File: src/rtl/multicycle_ctrl_if.sv
// Control bundle between the multicycle controller and its datapath.
// The master side is the controller; the slave side is the datapath/memory.
interface multicycle_ctrl_if;
    logic [3:0] opcode;
    logic       zero;
    logic       mem_ready;

    logic       mem_req;
    logic       mem_we;
    logic       iord;
    logic       ir_write;
    logic       pc_write;
    logic       pc_src;
    logic       reg_write;
    logic       reg_dst;
    logic       mem_to_reg;
    logic [1:0] alu_src_b;
    logic [2:0] alu_ctl;
    logic [3:0] state;
    logic       error;

    modport master (
        input  opcode, zero, mem_ready,
        output mem_req, mem_we, iord, ir_write, pc_write, pc_src,
               reg_write, reg_dst, mem_to_reg, alu_src_b, alu_ctl,
               state, error
    );

    modport slave (
        output opcode, zero, mem_ready,
        input  mem_req, mem_we, iord, ir_write, pc_write, pc_src,
               reg_write, reg_dst, mem_to_reg, alu_src_b, alu_ctl,
               state, error
    );
endinterface

File: src/rtl/multicycle_ctrl.sv
// Multicycle CPU control FSM with bounded memory wait and sticky fault state.
//
// state    | meaning
// RESET    | idle after reset, all strobes off
// FETCH    | read instruction at PC, load IR and PC+2 on mem_ready
// DECODE   | precompute branch target, dispatch on opcode
// EXEC_R   | R-type ALU operation
// EXEC_I   | addi ALU operation
// MEM_ADDR | compute lw/sw effective address
// MEM_RD   | load access, wait for mem_ready
// MEM_WR   | store access, wait for mem_ready
// WB_R     | write ALU result to register file
// WB_MEM   | write load data to register file
// BRANCH   | compare, conditionally load PC with target
// FAULT    | illegal opcode or memory timeout, left only by reset
module multicycle_ctrl #(
    parameter int unsigned TIMEOUT = 15
) (
    input  logic              clock,
    input  logic              resetn,
    multicycle_ctrl_if.master bus
);

    typedef enum logic [3:0] {
        RESET    = 4'd0,
        FETCH    = 4'd1,
        DECODE   = 4'd2,
        EXEC_R   = 4'd3,
        EXEC_I   = 4'd4,
        MEM_ADDR = 4'd5,
        MEM_RD   = 4'd6,
        MEM_WR   = 4'd7,
        WB_R     = 4'd8,
        WB_MEM   = 4'd9,
        BRANCH   = 4'd10,
        FAULT    = 4'd15
    } state_t;

    localparam logic [3:0] OP_ADD  = 4'b0000;
    localparam logic [3:0] OP_SUB  = 4'b0001;
    localparam logic [3:0] OP_AND  = 4'b0010;
    localparam logic [3:0] OP_OR   = 4'b0011;
    localparam logic [3:0] OP_SLT  = 4'b0111;
    localparam logic [3:0] OP_ADDI = 4'b0100;
    localparam logic [3:0] OP_LW   = 4'b0101;
    localparam logic [3:0] OP_SW   = 4'b0110;
    localparam logic [3:0] OP_BEQ  = 4'b1000;

    // Counter value at which one more idle cycle means the access has timed out.
    localparam logic [7:0] WAIT_LAST = 8'(TIMEOUT - 1);

    state_t     state_q;
    state_t     state_d;
    logic [7:0] wait_cnt;
    logic       in_wait;
    logic       timed_out;

    assign in_wait   = (state_q == FETCH) || (state_q == MEM_RD) || (state_q == MEM_WR);
    assign timed_out = !bus.mem_ready && (wait_cnt == WAIT_LAST);

    always_ff @(posedge clock or negedge resetn) begin
        if (!resetn) begin
            state_q <= RESET;
        end else begin
            state_q <= state_d;
        end
    end

    // Counts only while parked in a wait state; any transition clears it.
    always_ff @(posedge clock or negedge resetn) begin
        if (!resetn) begin
            wait_cnt <= 8'd0;
        end else if (in_wait && (state_d == state_q)) begin
            wait_cnt <= wait_cnt + 8'd1;
        end else begin
            wait_cnt <= 8'd0;
        end
    end

    always_comb begin
        state_d = state_q;
        case (state_q)
            RESET:    state_d = FETCH;
            FETCH: begin
                if (bus.mem_ready) begin
                    state_d = DECODE;
                end else if (timed_out) begin
                    state_d = FAULT;
                end
            end
            DECODE: begin
                case (bus.opcode)
                    OP_ADD, OP_SUB, OP_AND, OP_OR, OP_SLT: state_d = EXEC_R;
                    OP_ADDI:                               state_d = EXEC_I;
                    OP_LW, OP_SW:                          state_d = MEM_ADDR;
                    OP_BEQ:                                state_d = BRANCH;
                    default:                               state_d = FAULT;
                endcase
            end
            EXEC_R:   state_d = WB_R;
            EXEC_I:   state_d = WB_R;
            MEM_ADDR: state_d = (bus.opcode == OP_LW) ? MEM_RD : MEM_WR;
            MEM_RD: begin
                if (bus.mem_ready) begin
                    state_d = WB_MEM;
                end else if (timed_out) begin
                    state_d = FAULT;
                end
            end
            MEM_WR: begin
                if (bus.mem_ready) begin
                    state_d = FETCH;
                end else if (timed_out) begin
                    state_d = FAULT;
                end
            end
            WB_R:     state_d = FETCH;
            WB_MEM:   state_d = FETCH;
            BRANCH:   state_d = FETCH;
            FAULT:    state_d = FAULT;
            default:  state_d = FAULT;
        endcase
    end

    always_comb begin
        bus.mem_req    = 1'b0;
        bus.mem_we     = 1'b0;
        bus.iord       = 1'b0;
        bus.ir_write   = 1'b0;
        bus.pc_write   = 1'b0;
        bus.pc_src     = 1'b0;
        bus.reg_write  = 1'b0;
        bus.reg_dst    = 1'b0;
        bus.mem_to_reg = 1'b0;
        bus.alu_src_b  = 2'b00;
        bus.alu_ctl    = 3'b010;
        bus.error      = 1'b0;
        bus.state      = state_q;
        case (state_q)
            FETCH: begin
                bus.mem_req   = 1'b1;
                bus.alu_src_b = 2'b01;
                bus.ir_write  = bus.mem_ready;
                bus.pc_write  = bus.mem_ready;
            end
            DECODE:   bus.alu_src_b = 2'b11;
            EXEC_R: begin
                case (bus.opcode)
                    OP_SUB:  bus.alu_ctl = 3'b110;
                    OP_AND:  bus.alu_ctl = 3'b000;
                    OP_OR:   bus.alu_ctl = 3'b001;
                    OP_SLT:  bus.alu_ctl = 3'b111;
                    default: bus.alu_ctl = 3'b010;
                endcase
            end
            EXEC_I:   bus.alu_src_b = 2'b10;
            MEM_ADDR: bus.alu_src_b = 2'b10;
            MEM_RD: begin
                bus.mem_req = 1'b1;
                bus.iord    = 1'b1;
            end
            MEM_WR: begin
                bus.mem_req = 1'b1;
                bus.iord    = 1'b1;
                bus.mem_we  = 1'b1;
            end
            WB_R: begin
                bus.reg_write = 1'b1;
                bus.reg_dst   = (bus.opcode != OP_ADDI);
            end
            WB_MEM: begin
                bus.reg_write  = 1'b1;
                bus.mem_to_reg = 1'b1;
            end
            BRANCH: begin
                bus.alu_ctl  = 3'b110;
                bus.pc_src   = 1'b1;
                bus.pc_write = bus.zero;
            end
            FAULT:    bus.error = 1'b1;
            default: ;
        endcase
    end

endmodule

File: src/flat_wrapper.sv
// flat-port wrapper written by rule: the top's interface ports become plain ports
module multicycle_ctrl_flat 
#(
    parameter int unsigned TIMEOUT = 15
)
  (clock, resetn, bus_opcode, bus_zero, bus_mem_ready, bus_mem_req, bus_mem_we, bus_iord, bus_ir_write, bus_pc_write, bus_pc_src, bus_reg_write, bus_reg_dst, bus_mem_to_reg, bus_alu_src_b, bus_alu_ctl, bus_state, bus_error);
  multicycle_ctrl_if bus_i ();
  input  logic clock;
  input  logic resetn;
  input wire logic [$bits(bus_i.opcode)-1:0] bus_opcode;
  input wire logic [$bits(bus_i.zero)-1:0] bus_zero;
  input wire logic [$bits(bus_i.mem_ready)-1:0] bus_mem_ready;
  output wire logic [$bits(bus_i.mem_req)-1:0] bus_mem_req;
  output wire logic [$bits(bus_i.mem_we)-1:0] bus_mem_we;
  output wire logic [$bits(bus_i.iord)-1:0] bus_iord;
  output wire logic [$bits(bus_i.ir_write)-1:0] bus_ir_write;
  output wire logic [$bits(bus_i.pc_write)-1:0] bus_pc_write;
  output wire logic [$bits(bus_i.pc_src)-1:0] bus_pc_src;
  output wire logic [$bits(bus_i.reg_write)-1:0] bus_reg_write;
  output wire logic [$bits(bus_i.reg_dst)-1:0] bus_reg_dst;
  output wire logic [$bits(bus_i.mem_to_reg)-1:0] bus_mem_to_reg;
  output wire logic [$bits(bus_i.alu_src_b)-1:0] bus_alu_src_b;
  output wire logic [$bits(bus_i.alu_ctl)-1:0] bus_alu_ctl;
  output wire logic [$bits(bus_i.state)-1:0] bus_state;
  output wire logic [$bits(bus_i.error)-1:0] bus_error;
  assign bus_i.opcode = bus_opcode;
  assign bus_i.zero = bus_zero;
  assign bus_i.mem_ready = bus_mem_ready;
  assign bus_mem_req = bus_i.mem_req;
  assign bus_mem_we = bus_i.mem_we;
  assign bus_iord = bus_i.iord;
  assign bus_ir_write = bus_i.ir_write;
  assign bus_pc_write = bus_i.pc_write;
  assign bus_pc_src = bus_i.pc_src;
  assign bus_reg_write = bus_i.reg_write;
  assign bus_reg_dst = bus_i.reg_dst;
  assign bus_mem_to_reg = bus_i.mem_to_reg;
  assign bus_alu_src_b = bus_i.alu_src_b;
  assign bus_alu_ctl = bus_i.alu_ctl;
  assign bus_state = bus_i.state;
  assign bus_error = bus_i.error;
  multicycle_ctrl #(.TIMEOUT(TIMEOUT)) u_core (.clock(clock), .resetn(resetn), .bus(bus_i));
endmodule
File: config.mk
export PLATFORM = sky130hd
export DESIGN_NAME = multicycle_ctrl_flat
export DESIGN_NICKNAME = d
export VERILOG_FILES = /design/src/rtl/multicycle_ctrl_if.sv /design/src/rtl/multicycle_ctrl.sv /design/src/flat_wrapper.sv
export SDC_FILE = /design/constraint.sdc
export NUM_CORES = 1
export LEC_CHECK = 0
export ABC_CLOCK_PERIOD_IN_PS = 1400
export CAP_MARGIN = 0
export CORE_UTILIZATION = 41
export DETAILED_ROUTE_END_ITERATION = 16
export GPL_TIMING_DRIVEN = 0
export MAX_ROUTING_LAYER = met4
export PLACE_DENSITY = 0.79
export SLEW_MARGIN = 10
export SYNTH_ARGS = -nofsm -noshare
export SYNTH_HDL_FRONTEND = slang
export SYNTH_SLANG_ARGS = --single-unit
File: constraint.sdc
create_clock -name clock -period 1.4 [get_ports clock]
set_input_delay 0.21 -clock clock [delete_from_list [all_inputs] [get_ports clock]]
set_output_delay 0.21 -clock clock [all_outputs]
set_load 0.02 [all_outputs]
run_1/placement_by_type.png
(8 px per um)
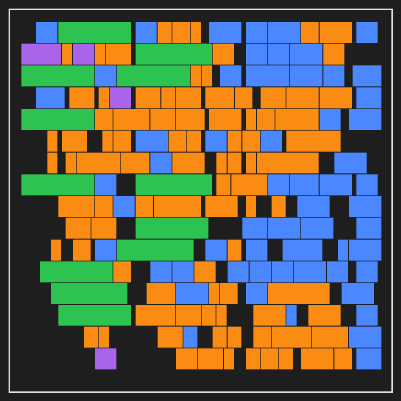
colour	class	cells	share of their area
orange	combinational and other logic	90	45%
blue	other buffers and delay cells	58	33%
purple	clock drivers and dummy loads	4	2.3%
green	flops	12	20%

run_1/placement.png
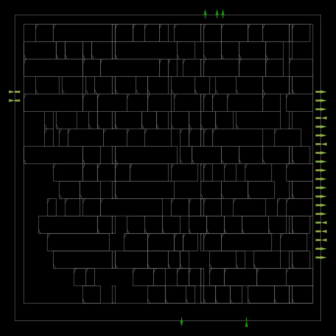
fin util: 0.813
core footprint: 1960 sq um

==> notes.md, run 1 <==
yosys + openroad results -> number of nets in the layout=~180, CTS tree=done, Comb area share=0.430, CP top delay family=flip-flops, Critical Path Max Stage Delay=0.41 ns, met1 usage=0.270, outcome=complete, but fails checks, post-synth net total=between 100 and 150, RD Place Congestion=~0.87, via count=roughly 1100, Seq cells=12, post-synthesis cell count=108, Main synth FF type=dfrtp_1, First-pass DRT Iterations=4, f_max=roughly 0.56 GHz, placed cell count=159, Final setup viols=18, Crit Path Category=flop to primary output, Post-DRT Antenna Nets=0, pwr dens=between 2000 and 2500 nW/um^2, XOR/XNOR share of the synthesized area=0.0819, most numerous logic cells after layout=buf_4 (29), buf_6 (16), nor2_1 (9), dfrtp_1 (8), nand2_1 (7), CTS Hold Bufs=0, clock buffer depth=2, Signal buf overhead=0.323, logic area=686 sq um, CP cell instances=buf_6 > nand2_1 > o21ai_2 > and2_2 > clkdlybuf4s15_2, total track usage=0.248, Die Y=47.7 um, Root Buffer=clkbuf_4, Post-synth ARST share=1.00, Leading cell kind=multi-input combinational cells, Die Wd=between 40 and 50 um, Dominant comb cell=simple AND/OR/NAND/NOR gates, RR Startpoint=u_core.bus.state[2], Area after DPL=1200 sq um, GR Util met2=0.449, actual slew at the worst max-slew pin=approximately 0.53 ns, largest net degree at the start of global routing=13, Die Size=2270 sq um, Worst-Skew Late Latency=0.28 ns, number of enable flip-flop cells=0, Post CTS Setup Buffer Count=16, htree depth=1, Finished Cell Area=between 1500 and 2000 sq um, setup ws final=-0.371 ns, register area=~300 sq um, leak pwr=around 0.7 nW, setup_tns=-3.41 ns, cell with the most instances after synthesis=nor2_1, DRT iter0 DRCs=22, failing checks=negative setup slack, crit share post-route=1.26, Clock Network Area Fraction=0.0228, Netlist cell types=33, DP Worst Slack=-0.828 ns
run_1/layer_met1.png
(10 px per um) Supply wires on this layer in grey.
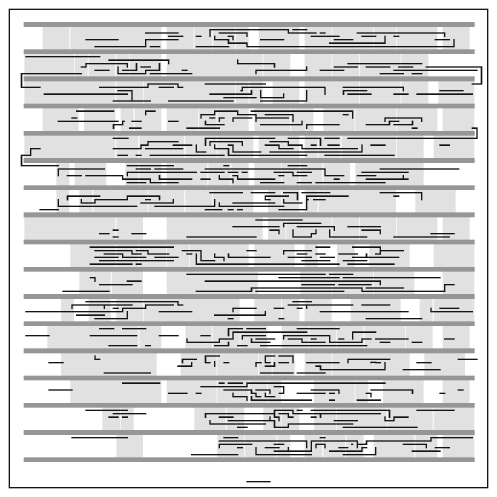
nets with wire on the layer	155
main direction	horizontal
share of all routed wire	38%

## run 1: final timing paths
kind / endpoint / slack [ns] / depth (start not counted)
max in group asynchronous: u_core.bus.state[3] / 0.74 / 1
worst min register to register: u_core.wait_cnt[0] / 0.58 / 2
min in group clock: u_core.bus.state[0] / 0.46 / 3
worst max-delay path: bus_mem_req / -0.37 / 5
worst max register to register: u_core.bus.state[2] / -0.08 / 4
worst min-delay path: u_core.wait_cnt[1] / 0.27 / 1
## run 1: flip-flops by register name, indices dropped and copies added (netlist names)
signal / cells
u_core.bus.state: 4
u_core.wait_cnt: 8
## run 1: power breakdown
group          internal, W  total [W]  leakage, nW  switching, W
Clock             0.000158   0.000274       0.0210      0.000116
Combinational      0.00123    0.00256        0.528       0.00133
Sequential        0.000431   0.000543        0.153      0.000111
run_1/cell_density.png
(8 px per um) 10 x 10 tiles, from dark blue (low) to red (high), 0 to 100% covered.
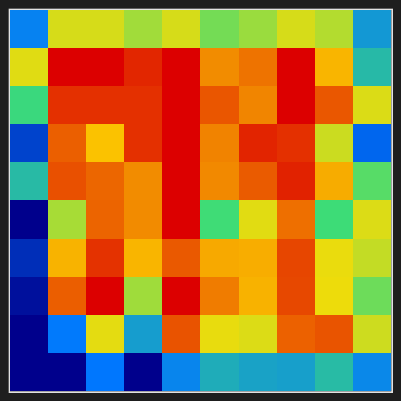

==> inputs of run 2 (changes only) <==
--- a/config.mk
+++ b/config.mk
@@ -7,11 +7,12 @@
 export LEC_CHECK = 0
 export ABC_CLOCK_PERIOD_IN_PS = 1400
 export CAP_MARGIN = 0
+export CORE_MARGIN = 2
 export CORE_UTILIZATION = 41
 export DETAILED_ROUTE_END_ITERATION = 16
 export GPL_TIMING_DRIVEN = 0
-export MAX_ROUTING_LAYER = met4
 export PLACE_DENSITY = 0.79
+export REMOVE_ABC_BUFFERS = 1
 export SLEW_MARGIN = 10
 export SYNTH_ARGS = -nofsm -noshare
 export SYNTH_HDL_FRONTEND = slang
run_2/cell_density.png
(8 px per um) 10 x 10 tiles, from dark blue (low) to red (high), 0 to 100% covered.
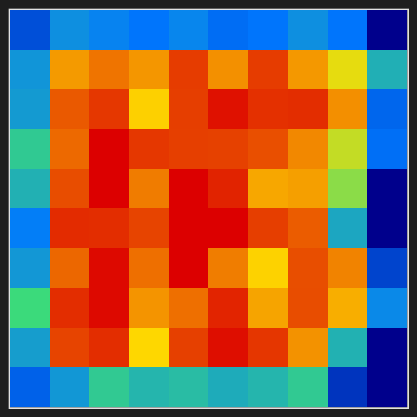
nearly empty tiles	5.0%
tiles over 75% full	59%
fullest tile	100%
mean over tiles	66%

run_2/placement_by_type.png
(8 px per um)
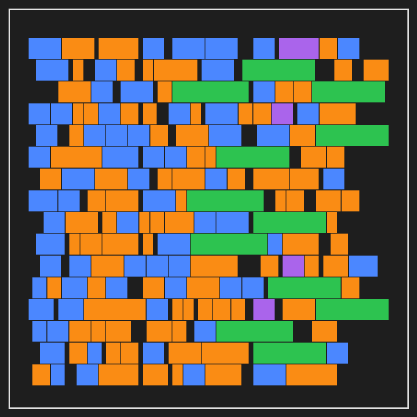
colour	class	cells	share of their area
purple	clock drivers and dummy loads	4	2.2%
blue	other buffers and delay cells	68	35%
orange	combinational and other logic	90	44%
green	flops	12	19%

==> notes.md, run 2 <==
yosys + openroad results -> Dominant comb cell=simple AND/OR/NAND/NOR gates, First-pass DRT Iterations=4 (unchanged), routed wl met2=approximately 1800 um, flop share of the area=0.184, Seq cells=12 (unchanged), register area=305 sq um (unchanged), Max-slew headroom=0.624, number of enable flip-flop cells=0 (unchanged), GR Util met2=0.478 (+0.0291), pwr dens=2240 nW/um^2 (+5.9%), aoi share=0.149, Arr. time, crit path=~1.5 ns, core footprint=1960 sq um (unchanged), DRT iter0 DRCs=46 (+110%), max FFs per register=8 (unchanged), fin util=0.844 (+0.0313), # clk buffers=4, cell with the most instances after synthesis=nor2_1, Main synth FF type=dfrtp_1, failing checks=negative setup slack, CTS tree=done, Area after DPL=1120 sq um (-6.5%), Die Y=49.7 um (+4.2%), Worst-Skew Late Latency=0.27 ns (about the same), Critical Path Max Stage Delay=0.48 ns (+0.07 ns), Die Size=2470 sq um (+8.6%), placed cell count=155 (-2.5%), largest cells by area after synthesis=dfrtp_1 (35%), nor2_1 (8.3%), xor2_1 (6.1%), reg2reg setup slack=-0.29 ns (-0.21 ns), CTS Hold Bufs=0 (unchanged), Largest Register=u_core.wait_cnt, most numerous logic cells after layout=buf_4 (41), buf_6 (14), nor2_2 (10), dfrtp_1 (8), Signal buf overhead=0.343 (+0.0198), Non-clk bufs=about 68, Root Buffer=clkbuf_4, setup_tns=-5.17 ns (-1.76 ns), CP top delay family=simple AND/OR/NAND/NOR gates, Final setup viols=29 (+11), crit share post-route=1.22 (-0.0401), leak pwr=0.750 nW (+7.0%), f_max=0.583 GHz (+3.3%), outcome=complete, but fails checks, DP Worst Slack=-0.791 ns (+0.0365 ns), area leader, netlist=dfrtp_1, well tap count=27, number of nets in the layout=185 (+5.7%), Synth Warn #=0, Crit Path Category=flop to primary output, RR Startpoint=u_core.bus.state[3], Post-synth ARST share=1.00 (unchanged), Finished Cell Area=1660 sq um (+3.8%), total track usage=0.261 (+0.0124), via count=1201 (+9.3%), Clock Network Area Fraction=0.0219 (-0.000843), actual slew at the worst max-slew pin=0.562 ns (+0.0324 ns), Die Wd=49.7 um (+4.2%), Leading cell kind=multi-input combinational cells, clock buffer depth=2 (unchanged), Tot Pwr=between 0.003 and 0.004 W, Post-DRT Antenna Nets=0 (unchanged), XOR/XNOR share of the synthesized area=0.0819 (unchanged), met1 usage=0.292 (+0.0220), OpenROAD warnings=28, wl on met1=approximately 1400 um, RD Place Congestion=0.822 (-5.3%), post-synthesis cell count=108 (unchanged), setup ws final=-0.314 ns (+0.0562 ns), largest net degree at the start of global routing=13 (unchanged), Comb area share=0.421 (-0.00913), CP cell instances=nor2_2 > nand4_1 > or3_1 > buf_2, logic area=697 sq um (+1.6%), htree depth=1 (unchanged), Netlist cell types=33 (unchanged)
[run 2: cell counts after synthesis]
Identical to the previous run, type by type.
[run 2: path summary, 6_finish.rpt]
check | end | cells after the start
worst max-delay path | bus_alu_ctl[1] | 4
worst min-delay path | u_core.wait_cnt[1] | 1
worst max register to register | u_core.bus.state[2] | 4
worst min register to register | u_core.wait_cnt[0] | 1
max in group asynchronous | u_core.bus.state[0] | 1
min in group clock | u_core.bus.state[3] | 4
[run 2: power by group]
group,internal (W),switching (W),total (W)
Combinational,0.00141,0.00143,0.00284
Clock,0.000158,0.000115,0.000273
Sequential,0.000432,0.000169,0.000601
[run 2: repair_timing]
item / CTS / global route
pin swaps: 9 / 14
resized: 118 / 44
setup endpoints to repair: 31 / 30
buffers inserted: 31 / 12
run_2/io_fan.png
(6 px per um)
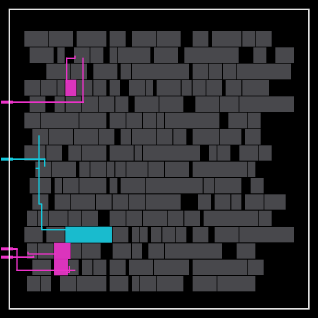

==> inputs of run 3 (changes only) <==
--- a/config.mk
+++ b/config.mk
@@ -8,10 +8,10 @@
 export ABC_CLOCK_PERIOD_IN_PS = 1400
 export CAP_MARGIN = 0
 export CORE_MARGIN = 2
-export CORE_UTILIZATION = 41
+export CORE_UTILIZATION = 40
 export DETAILED_ROUTE_END_ITERATION = 16
 export GPL_TIMING_DRIVEN = 0
-export PLACE_DENSITY = 0.79
+export PLACE_DENSITY = 0.77
 export REMOVE_ABC_BUFFERS = 1
 export SLEW_MARGIN = 10
 export SYNTH_ARGS = -nofsm -noshare
run_3/io_fan.png
(6 px per um)
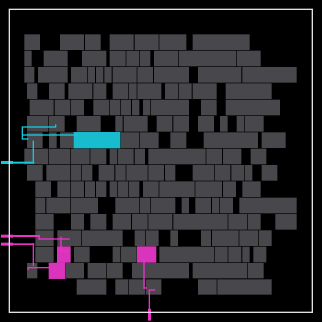
colour	port	bits	direction	edge	end cells	buffers	wire
cyan	bus_ir_write	1	output	left	1	1	25.0 um
magenta	bus_alu_ctl	3	output	2 left, 1 bottom	3	3	34.1 um
PortBufs: 26
Ports: 27

run_3/placement_by_type.png
(8 px per um)
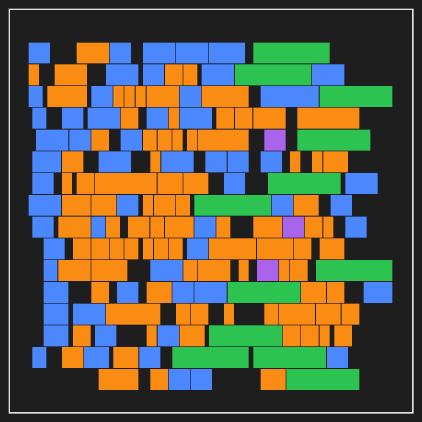
colour	class	cells	share of their area
purple	clock drivers	3	1.5%
blue	other buffers and delay cells	58	33%
green	flops	12	20%
orange	combinational and other logic	90	45%
flop share of the area: 0.197
row count: 16

==> notes.md, run 3 <==
yosys + openroad results -> Final setup viols=18 (-38%), Max-slew headroom=0.639 (+0.0152), max FFs per register=8 (unchanged), Arr. time, crit path=1.46 ns (-0.04 ns), area leader, netlist=dfrtp_1, clk pwr=0.000199 W (-27%), Die Size=2530 sq um (+2.3%), failing checks=negative setup slack, Die Y=50.3 um (+1.1%), Root Buffer=clkbuf_4, f_max=0.598 GHz (+2.5%), XOR/XNOR share of the synthesized area=0.0819 (unchanged), routed wl met2=1520 um (-17%), post-synthesis cell count=108 (unchanged), largest net degree at the start of global routing=13 (unchanged), fin util=0.785 (-0.0584), DRT iter0 DRCs=31 (-33%), reg2reg setup slack=-0.22 ns (+0.07 ns), setup ws final=-0.272 ns (+0.0419 ns), CP top delay family=flip-flops, Critical Path Max Stage Delay=0.46 ns (-0.02 ns), actual slew at the worst max-slew pin=0.539 ns (-0.0227 ns), wl on met1=1190 um (-13%), clock buffer depth=2 (unchanged), number of cells on the critical path=4 (unchanged), crit share post-route=1.19 (-0.0299), internal power=0.00175 W (-12%), Tot Pwr=0.00324 W (-13%), power share of the clock group=0.061 (-0.013), outcome=complete, but fails checks, number of enable flip-flop cells=0 (unchanged), Netlist cell types=33 (unchanged), Synth Warn #=0 (unchanged), placed cell count=155 (unchanged), largest power group=combinational cells, combinational power share=0.756 (-0.008), largest cells by area after synthesis=dfrtp_1 (35%), nor2_1 (8.3%), xor2_1 (6.1%), Dominant comb cell=simple AND/OR/NAND/NOR gates, DP Worst Slack=-0.773 ns (+0.0187 ns)
## run 3: cell counts after synthesis
No cell type changed its count.
## run 3: area by class of cell
class | instances | area [sq um] | area share
Timing Repair Buffer | 58 | 507 | 0.326
Sequential cell | 12 | 307 | 0.197
Clock buffer | 3 | 22.5 | 0.0145
Multi-Input combinational cell | 86 | 669 | 0.430
Tap cell | 27 | 33.8 | 0.0217
Inverter | 4 | 17.5 | 0.0113
## run 3: repair_timing
action / 4_1_cts / 5_1_grt
setup buffers: 25 / 7
gates resized: 117 / 42
cloned: 0 / 0
pin swaps: 10 / 6
setup endpoints to repair: 31 / 30
Power figures rest on the tool's default switching activity, not on a simulated workload.
